File: config.mk
export PLATFORM = sky130hd
export DESIGN_NAME = group_accum_ctrl
export DESIGN_NICKNAME = d
export VERILOG_FILES = /design/src/rtl/somador_pkg.sv /design/src/rtl/group_accum_dp.sv /design/src/rtl/group_accum_ctrl.sv
export SDC_FILE = /design/constraint.sdc
export NUM_CORES = 1
export LEC_CHECK = 0
export ABC_AREA = 1
export CELL_PAD_IN_SITES_DETAIL_PLACEMENT = 1
export CELL_PAD_IN_SITES_GLOBAL_PLACEMENT = 2
export CORE_UTILIZATION = 32
export DETAILED_ROUTE_END_ITERATION = 7
export GPL_TIMING_DRIVEN = 0
export HOLD_SLACK_MARGIN = 0.05
export PLACE_DENSITY_LB_ADDON = 0.1
export SKIP_LAST_GASP = 1
export SLEW_MARGIN = 10
export SYNTH_ARGS = -nofsm -noshare
export SYNTH_HDL_FRONTEND = slang
export SYNTH_SLANG_ARGS = --single-unit
File: constraint.sdc
create_clock -name clk -period 2.2 [get_ports clk]
set_clock_uncertainty 0.05 [all_clocks]
set_input_delay 0.44 -clock clk [delete_from_list [all_inputs] [get_ports clk]]
set_output_delay 0.44 -clock clk [all_outputs]
set_load 0.02 [all_outputs]
File: src/rtl/somador_pkg.sv
// somador_pkg: controller state encoding and width helpers shared by the
// group-sum controller and its datapath.
package somador_pkg;
  typedef enum logic [2:0] {IDLE, CLR, RD, ACC, WR, DONE} state_e;
  function automatic int clog2(input int v);
    int r;
    r = 0;
    while ((1 << r) < v) r++;
    return r;
  endfunction
  // Wide enough that a running sum over every word of a run never wraps.
  function automatic int sum_w(input int data_w, input int words);
    return data_w + clog2(words);
  endfunction
endpackage

File: src/rtl/group_accum_dp.sv
// group_accum_dp: group accumulator with write-back saturate/truncate and a
// sticky overflow flag; updates on the falling edge like the controller.
module group_accum_dp import somador_pkg::*; #(
  parameter int DATA_W = 8,
  parameter int SUM_W  = 13,
  parameter int SAT    = 0
) (
  input  logic              clk,
  input  logic              reset,
  input  logic              clr_i,
  input  logic              add_i,
  input  logic              wr_i,
  input  logic              ovf_clr_i,
  input  logic [DATA_W-1:0] rdata_i,
  output logic [DATA_W-1:0] wdata_o,
  output logic              ovf_o
);
  logic [SUM_W-1:0] acc_q, acc_d;
  logic             ovf_q, ovf_d, big;
  always_comb begin
    big     = acc_q > SUM_W'({DATA_W{1'b1}});
    acc_d   = clr_i ? '0 : add_i ? acc_q + SUM_W'(rdata_i) : acc_q;
    ovf_d   = ovf_clr_i ? 1'b0 : ovf_q | (wr_i & big);
    wdata_o = !wr_i ? '0 : (big && SAT != 0) ? '1 : acc_q[DATA_W-1:0];
    ovf_o   = ovf_q;
  end
  always_ff @(negedge clk or negedge reset)
    if (!reset) begin
      acc_q <= '0;
      ovf_q <= 1'b0;
    end else begin
      acc_q <= acc_d;
      ovf_q <= ovf_d;
    end
endmodule

File: src/rtl/group_accum_ctrl.sv
// group_accum_ctrl: sequences a single-port RAM, summing NUM_GROUPS groups of
// GROUP words and writing each result over the group's last word.
module group_accum_ctrl import somador_pkg::*; #(
  parameter int DATA_W     = 8,
  parameter int ADDR_W     = 5,
  parameter int GROUP      = 8,
  parameter int NUM_GROUPS = 4,
  parameter int RD_LAT     = 2,
  parameter int SAT        = 0
) (
  input  logic              clk,
  input  logic              reset,
  input  logic              start,
  input  logic              mode,
  output logic              busy,
  output logic              ready,
  output logic              ovf,
  output logic [ADDR_W-1:0] address,
  output logic              rden,
  output logic              wren,
  input  logic [DATA_W-1:0] rdata,
  output logic [DATA_W-1:0] wdata
);
  localparam int SUM_W = sum_w(DATA_W, GROUP * NUM_GROUPS);
  localparam int LW    = clog2(RD_LAT + 1);
  localparam int WW    = clog2(GROUP + 1);
  localparam int GW    = clog2(NUM_GROUPS + 1);
  state_e            state_q, state_d;
  logic [LW-1:0]     lat_q, lat_d;
  logic [WW-1:0]     wcnt_q, wcnt_d;
  logic [GW-1:0]     gcnt_q, gcnt_d;
  logic [ADDR_W-1:0] addr_q, addr_d;
  logic              mode_q, mode_d;
  always_comb begin
    state_d = state_q;
    lat_d   = lat_q;
    wcnt_d  = wcnt_q;
    gcnt_d  = gcnt_q;
    addr_d  = addr_q;
    mode_d  = mode_q;
    case (state_q)
      IDLE: if (start) begin
        state_d = CLR;
        mode_d  = mode;
        gcnt_d  = '0;
        addr_d  = '0;
      end
      CLR: begin
        wcnt_d  = '0;
        lat_d   = '0;
        state_d = RD;
      end
      RD: begin
        lat_d   = lat_q + 1'b1;
        state_d = lat_q == LW'(RD_LAT - 1) ? ACC : RD;
      end
      ACC: begin
        lat_d = '0;
        if (wcnt_q == WW'(GROUP - 1)) state_d = WR;
        else begin
          wcnt_d  = wcnt_q + 1'b1;
          addr_d  = addr_q + 1'b1;
          state_d = RD;
        end
      end
      WR:
        if (gcnt_q == GW'(NUM_GROUPS - 1)) state_d = DONE;
        else begin
          gcnt_d  = gcnt_q + 1'b1;
          addr_d  = addr_q + 1'b1;
          state_d = CLR;
        end
      DONE: begin
        addr_d  = '0;
        state_d = IDLE;
      end
      default: state_d = IDLE;
    endcase
  end
  always_comb begin
    busy    = state_q != IDLE;
    ready   = state_q == DONE;
    rden    = state_q == RD || state_q == ACC;
    wren    = state_q == WR;
    address = addr_q;
  end
  // Falling-edge state so the rising-edge RAM always sees settled controls.
  always_ff @(negedge clk or negedge reset)
    if (!reset) begin
      state_q <= IDLE;
      lat_q   <= '0;
      wcnt_q  <= '0;
      gcnt_q  <= '0;
      addr_q  <= '0;
      mode_q  <= 1'b0;
    end else begin
      state_q <= state_d;
      lat_q   <= lat_d;
      wcnt_q  <= wcnt_d;
      gcnt_q  <= gcnt_d;
      addr_q  <= addr_d;
      mode_q  <= mode_d;
    end
  // Running-sum mode keeps the accumulator across groups after the first.
  group_accum_dp #(.DATA_W(DATA_W), .SUM_W(SUM_W), .SAT(SAT)) u_dp (
    .clk      (clk),
    .reset    (reset),
    .clr_i    (state_q == CLR && !(mode_q && gcnt_q != '0)),
    .add_i    (state_q == ACC),
    .wr_i     (wren),
    .ovf_clr_i(state_q == IDLE && start),
    .rdata_i  (rdata),
    .wdata_o  (wdata),
    .ovf_o    (ovf)
  );
endmodule
Routing congestion:
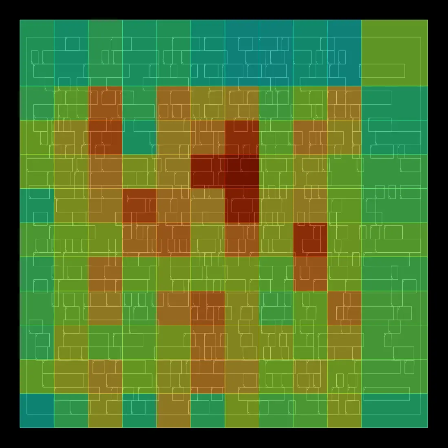
met1 Track Usage GR: 0.234
GRT met2 Usage: 0.338
met3 usage: 0.0330

PDN straps and rails:
(6 px per µm) Pins as bars on the die edge.
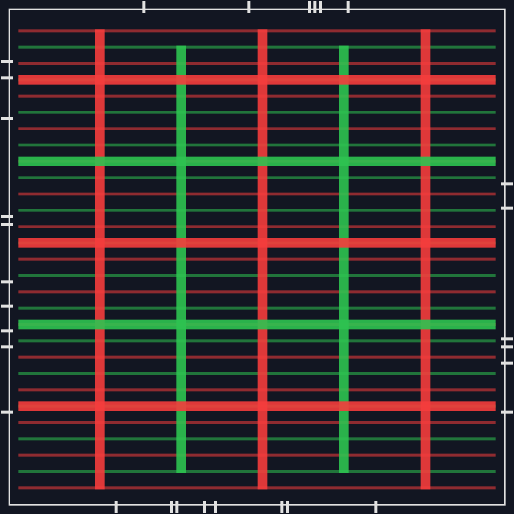
| colour | net |
|---|---|
| red | VSS |
| green | VDD |
rows: 28
met4 straps: 5

==> results_dict.tcl <==
# collected from the flow reports
set metrics [dict create \
    num-multi-input-gates 191 \
    synth.top_cells.by_count "sky130_fd_sc_hd__nand2_1, sky130_fd_sc_hd__inv_1, sky130_fd_sc_hd__dfrtn_1" \
    postSynthNetCount 288 \
    cp-start-kind "flop" \
    worst_path_top_cell_family_by_delay "flip-flops" \
    clkPwrFrac 0.123 \
    power.sequential.fraction 0.245 \
    violations_in_the_final_reports "setup timing" \
    setup_tns_ns -13.32 \
    placement.io_buffers 29 \
    fraction_of_power_spent_switching_nets 0.444 \
    drt_pre_antenna_iters 4 \
    hold_path_class "reg -> reg" \
    die_w_um 82.3 \
    postSynth.topFlopCell "sky130_fd_sc_hd__dfrtn_1" \
    seq_share 0.243 \
    status "finished with violations" \
    routing_layer_with_the_top_usage_in_global_route "met2" \
    fin_total_pwr_mw 3.86 \
    finish_stage_setup_viols 30 \
    synth.top_cells.by_area "sky130_fd_sc_hd__dfrtn_1, sky130_fd_sc_hd__nand2_1, sky130_fd_sc_hd__ha_1" \
    signal_buffer_area_fraction 0.203 \
    power_per_cell_area_nw_per_um2 1170 \
    final_critical_path_setup_slack_ns -0.730 \
    io_pins 30 \
    synth_area_per_cell_um2 7.91 \
    ys_sh_xor 0.0127 \
    ys_cells 261 \
    wl_met2_um 3250 \
    seqCellArea_um2 801 \
    critical_path_depth 5 \
    finalNetCount 371 \
    tapCellCount 75 \
    route.detailed.vias_per_inst 4.93 \
    num-fill-cells 720 \
    num_antenna_cells 0 \
    grt_antenna_before_repair 0 \
    utilization 0.543 \
    drc_errors 0 \
    cts_tree "yes" \
    hold_start "lat_q[0]" \
    detail_route.iter0.violations 23 \
    combinational_fraction_of_the_cell_area 0.453 \
    area_delta_synth_final_pct 59.4 \
    met3WireLength_um 144 \
    global_route.overflow_total 0 \
    numClockSinks 32 \
    mappedNetlistArea_um2 2070 \
]
Routed metal, one colour a layer:
(6 px per µm) Two of the layers only.
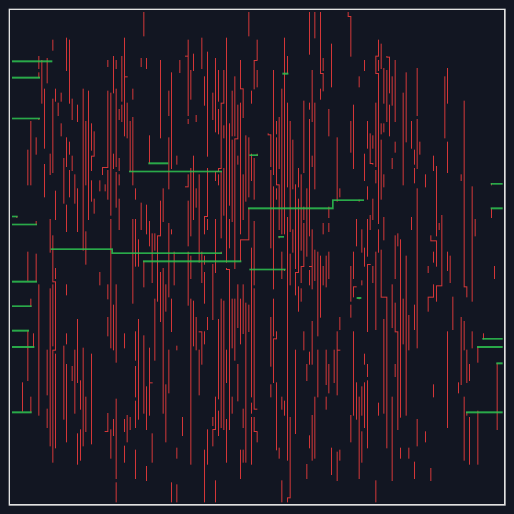
| colour | layer | wire length |
|---|---|---|
| red | metal 2 | 3250 µm |
| green | metal 3 | 144 µm |

Cell area per tile:
(3 px per µm) 8 x 8 tiles, from white (low) to dark blue (high), 0 to 100% covered.
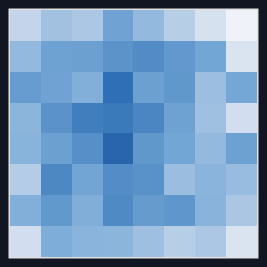
mean over tiles: 47%
tiles over 75% full: 1.6%
fullest tile: 78%
densest ninth of the die: centre

